Design serial_mag_comparator, sky130hd; sources not shown.
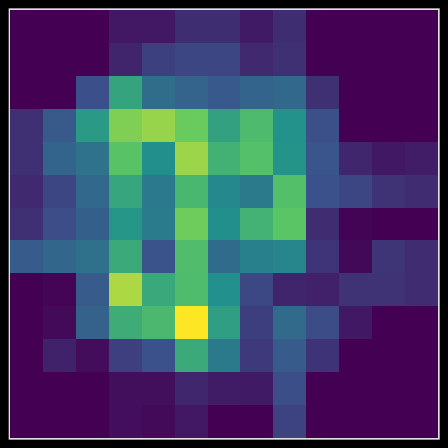
Fig. 1. Signal metal coverage by tile (run 1).
The die is cut into 13 by 13 equal tiles; dark purple is low, yellow is high, scaled to the fullest tile. Values are wire area over tile area, all layers added.
The mean over all tiles is 0.090. 18% of the tiles are over half the peak. The densest ninth of the die: middle. 30% of the tiles are nearly empty.
final WL: 2.53 mm
Tot GR Track Use: 13.0%
Vias: 928
drt wl/cell: 14.5 um

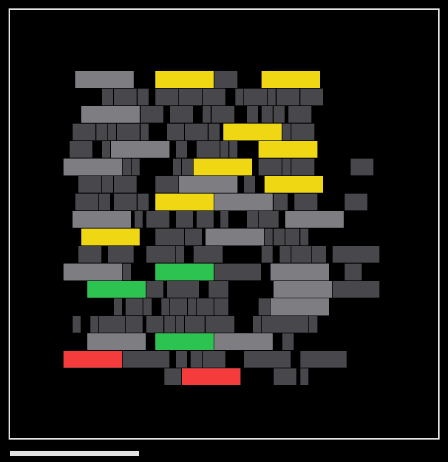
Fig. 2. Register map, names as in the netlist (run 1).
The bar under the picture is 20 um long. Other sequential cells in the stronger grey, the rest of the logic in the fainter grey.
Key: yellow = a_sh_q [placed flops 8]; green = cnt_q [placed flops 3]; red = state_q [placed flops 2]
FF+latch area: 701 um^2
Util after Layout: 67.4%
Seq/total area: 42.4%
Seq power: 1.24 mW

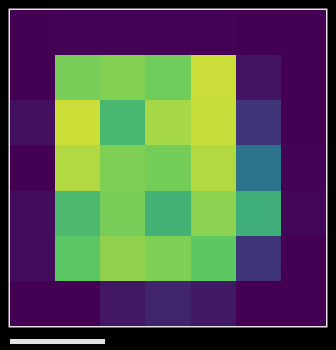
Fig. 3. Local utilization (run 1).
The bar under the picture is 20 um long. The die is cut into 7 by 7 equal tiles; dark purple is low, yellow is high, 0 to 100% covered.
The mean over all tiles is 37%. 31% of the tiles are over 75% full. The densest ninth of the die: middle. The fullest tile reaches 92%. The emptiest ninth of the die: top right.
core area: 2450 um^2
floorplan-stage core utilization: 52.1%

==> deck_impl_summary.md, run 1 <==
Synthesis and Place & Route Summary

Status
  • Status: finished, final reports clean

Synthesis
  • Sequential-to-total area share from yosys stat: 54.8%
  • Top_reg_cell synth: dfrtp_1
  • Asr flop ratio synth: 100%
  • Post-Synth Adder-Cell Area: under 10%
  • AND/OR/NAND/NOR Cells, Area Fraction: ~10%
  • Xor+xnor area frac: less than 1%
  • Leading area contributor after synthesis: dfrtp_1
  • Synthesized registers: 28
  • Synthesized cell area: ~1300 um^2
  • Synth Instances: around 120
  • Post-synthesis average cell area: 10.8 um^2
  • Synth cell count leaders: dfrtp_1, nor2_1, a21oi_1
  • Max-area cell share: 54.8%
  • Synth cell types: 28
  • Number of synthesized flops with an enable pin: 0
  • Mux frac, synth: a little over a tenth
  • Synth Warn #: 0

Cells and area
  • Non-clk bufs: 30
  • Layout area overhead: 29.4%
  • CLK BUF: 4
  • Non-clock buffer share: between 20 and 25%
  • Combinational share of cell area: 29.3%
  • Fin nets: 167
  • Antenna Cells: 0
  • Fillers: between 150 and 200
  • Share of cells above drive strength 1: between 10% and 20%
  • Logic area: 484 um^2

Drt
  • DR vias/cell: around 5.3
  • Final ANT Viol Nets: 0
  • Wire length on met2: 1.36 mm
  • DRT met1 WL: around 1.0 mm
  • Drt pass-1 iters: 2
  • Routed wl met3: around 110 um
  • DRT iter0 DRCs: 29

Placement
  • Pre-CTS setup slack: -318 ps
  • DP HPWL: around 1.9 mm
  • Post-DP Area: around 1600 um^2

Critical path
  • CP cell instances: buf_12
  • R2r worst-path depth: 5
  • Levels on crit path: 1
  • Crit path max fanout: 2
  • Delay-heaviest family, CP: flip-flops
  • CP endpoint kind: output pin
  • Worst EP required: 970 ps
  • Crit path DAT: about 950 ps

Timing
  • # setup viols final: 0
  • WHS: 293 ps
  • RSZ-0062 raised after global routing: true
  • Crit path time final: 1580 ps
  • Final hold vios: 0
  • Slack of the critical path: about 24 ps

Floorplan
  • Tap cell count: 30
  • I/O pin total: 24
  • Die W: about 67 um

Power and ir drop
  • Internal: roughly 1.8 mW
  • Sequential power share: between 30% and 40%
  • Clock Power Share: 11.0%
  • Combinational fraction of design power: 50.0%
  • Clk. pwr: approximately 0.35 mW
  • Switch share: between 40% and 50%
  • Post-route total power: about 3.2 mW

Global routing
  • GR Overflow Total: 0
  • M2 GR Usage: a little under a quarter
  • Met3 usage: 3.52%
  • First-pass GRT wire length: about 4.5 mm
  • Met1 Use GR: 12.9%

Clocking
  • Number of CTS-inserted buffers: 3
  • Htree depth: 1
  • Clock transition at path regs: approximately 150 ps
  • Clk latency late pin: roughly 340 ps
  • Hold buffers post-CTS: 0
  • Num Clock Sinks: 28

Worst hold path
  • Worst hold path class: in -> async

Flow run
  • MaxCap Viol Count: 0
==> inputs of run 2 (changes only) <==
--- a/config.mk
+++ b/config.mk
@@ -10,6 +10,7 @@
 export CORE_MARGIN = 8
 export CORE_UTILIZATION = 50
 export DETAILED_ROUTE_END_ITERATION = 12
+export GPL_TIMING_DRIVEN = 0
 export PLACE_DENSITY = 0.86
 export SLEW_MARGIN = 20
 export SYNTH_ARGS = -nofsm -noshare
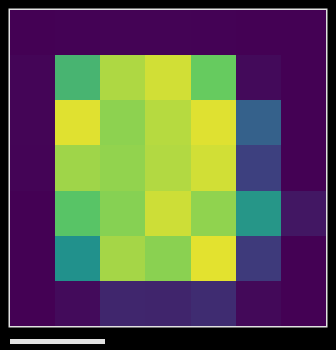
Fig. 4. Local utilization (run 2).
The bar under the picture is 20 um long. The die is cut into 7 by 7 equal tiles; dark purple is low, yellow is high, 0 to 100% covered.
Util after Layout: 69.8%

==> run 2 against run 1 <==
Effect of this change: final cell count increased by 2.9%; design area increased by 3.6%; first-iteration DRC count increased by 55%; sequential power about the same; critical path depth unchanged; combinational power increased by 5%; total power increased by 2.8%; via count increased by 3.4%; routed wire length increased by 8.0%; die area unchanged; largest power group unchanged; highest routed layer unchanged.
==> deck_impl_summary.md, run 2 <==
Synthesis and Place & Route Summary

Cells and area
  • CLK BUF: 4 (unchanged)
  • Fillers: 176 (-9.3%)
  • Logic area: 513 um^2 (+5.9%)
  • Non-clock buffer share: 22.7% (+1.1 points)
  • FF+latch area: 701 um^2 (unchanged)
  • Fin nets: 172 (+3.0%)
  • Non-clk bufs: 35 (+17%)
  • Share of cells above drive strength 1: 21.3% (+6.2 points)
  • Combinational share of cell area: 29.9% (+0.65 points)
  • Seq/total area: 40.9% (-1.5 points)
  • Layout area overhead: 34.1%
  • Antenna Cells: 0 (unchanged)

Global routing
  • M2 GR Usage: 21.4% (-2.5 points)
  • Met1 Use GR: 14.6% (+1.7 points)
  • Met3 usage: 2.18% (-1.3 points)
  • First-pass GRT wire length: 4.39 mm (-1.4%)

Synthesis
  • Max-area cell share: 54.8% (unchanged)
  • Leading area contributor after synthesis: dfrtp_1
  • Sequential-to-total area share from yosys stat: 54.8% (unchanged)
  • Synth Warn #: 0 (unchanged)
  • Synth Instances: 118 (unchanged)
  • Xor+xnor area frac: 0.685% (unchanged)
  • Post-synthesis average cell area: 10.8 um^2 (unchanged)
  • Synth cell count leaders: dfrtp_1, nor2_1, a21oi_1
  • Synthesized cell area: 1280 um^2 (unchanged)
  • AND/OR/NAND/NOR Cells, Area Fraction: 10.1% (unchanged)
  • Post-Synth Adder-Cell Area: 1.96% (unchanged)
  • Mux frac, synth: 11.0% (unchanged)
  • Asr flop ratio synth: 100% (unchanged)
  • Top_reg_cell synth: dfrtp_1
  • Synthesized registers: 28 (unchanged)
  • Synth area leaders: dfrtp_1, mux2i_1, a21oi_1, nor2_1, inv_1
  • Synth cell types: 28 (unchanged)
  • Number of synthesized flops with an enable pin: 0 (unchanged)

Power and ir drop
  • Clock Power Share: 10.4% (-0.6 points)
  • Post-route total power: 3.27 mW (+2.8%)
  • Sequential power share: 38.4% (-0.6 points)
  • Switch share: 43.2% (+1.0 points)
  • Seq power: 1.25 mW (about the same)
  • Combinational fraction of design power: 51.2% (+1.2 points)
  • Clk. pwr: 0.339 mW (-3%)
  • Max VDD drop: 1.31 mV
  • Internal: 1.86 mW (+1.0%)

Placement
  • Pre-CTS setup slack: -497 ps (-179 ps)
  • Post-DP Area: 1550 um^2 (-3.8%)
  • DP HPWL: 1.73 mm (-7.0%)

Clocking
  • Clock transition at path regs: 140 ps (about the same)
  • Hold buffers post-CTS: 0 (unchanged)
  • Number of CTS-inserted buffers: 3 (unchanged)
  • Num Clock Sinks: 28 (unchanged)
  • Htree depth: 1 (unchanged)

Flow run
  • MaxCap Viol Count: 0 (unchanged)

Critical path
  • Crit path DAT: 940 ps (about the same)
  • CP max stage delay: around 440 ps
  • Worst EP required: 970 ps (about the same)
  • R2r setup slk: 100 ps
  • CP cell instances: buf_12
  • Delay-heaviest family, CP: flip-flops
  • CP endpoint kind: output pin
  • Levels on crit path: 1 (unchanged)
  • Crit path max fanout: 2 (unchanged)

Drt
  • Routed wl met3: 98 um (-10%)
  • Drt pass-1 iters: 4 (+2)
  • DR vias/cell: 5.33 (+0.57%)
  • DRT iter0 DRCs: 45 (+55%)
  • Wire length on met2: 1.40 mm (+2.6%)
  • Final ANT Viol Nets: 0 (unchanged)
  • DRT met1 WL: 1.20 mm (+18%)

Timing
  • RSZ-0062 raised after global routing: true
  • Final hold vios: 0 (unchanged)
  • # setup viols final: 0 (unchanged)
  • Slack of the critical path: 28.7 ps (+5.09 ps)
  • Crit path time final: 1570 ps (-5.09 ps)
  • WHS: 366 ps (+72.7 ps)

Floorplan
  • Die W: 66.6 um (unchanged)
  • I/O pin total: 24 (unchanged)
  • Core area: 2450 um^2 (unchanged)
  • Floorplan-stage core utilization: 52.1% (unchanged)
  • Rows: 18
  • Tap cell count: 30 (unchanged)

Worst hold path
  • Worst hold path class: reg -> reg

Status
  • Status: finished, final reports clean
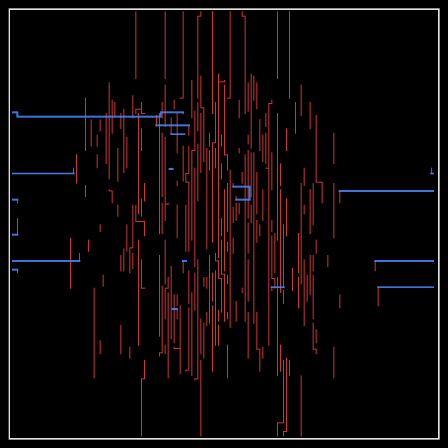
Fig. 5. Signal wires by layer (run 2).
Two of the layers only.
Key: red = met2 [wire length 1400 um]; blue = met3 [wire length 98.6 um]
final WL: 2.73 mm
drt wl/cell: 15.2 um
Tot GR Track Use: 12.3%
Vias: 960

No activity file was given, so power comes from the tool's default toggle rates.
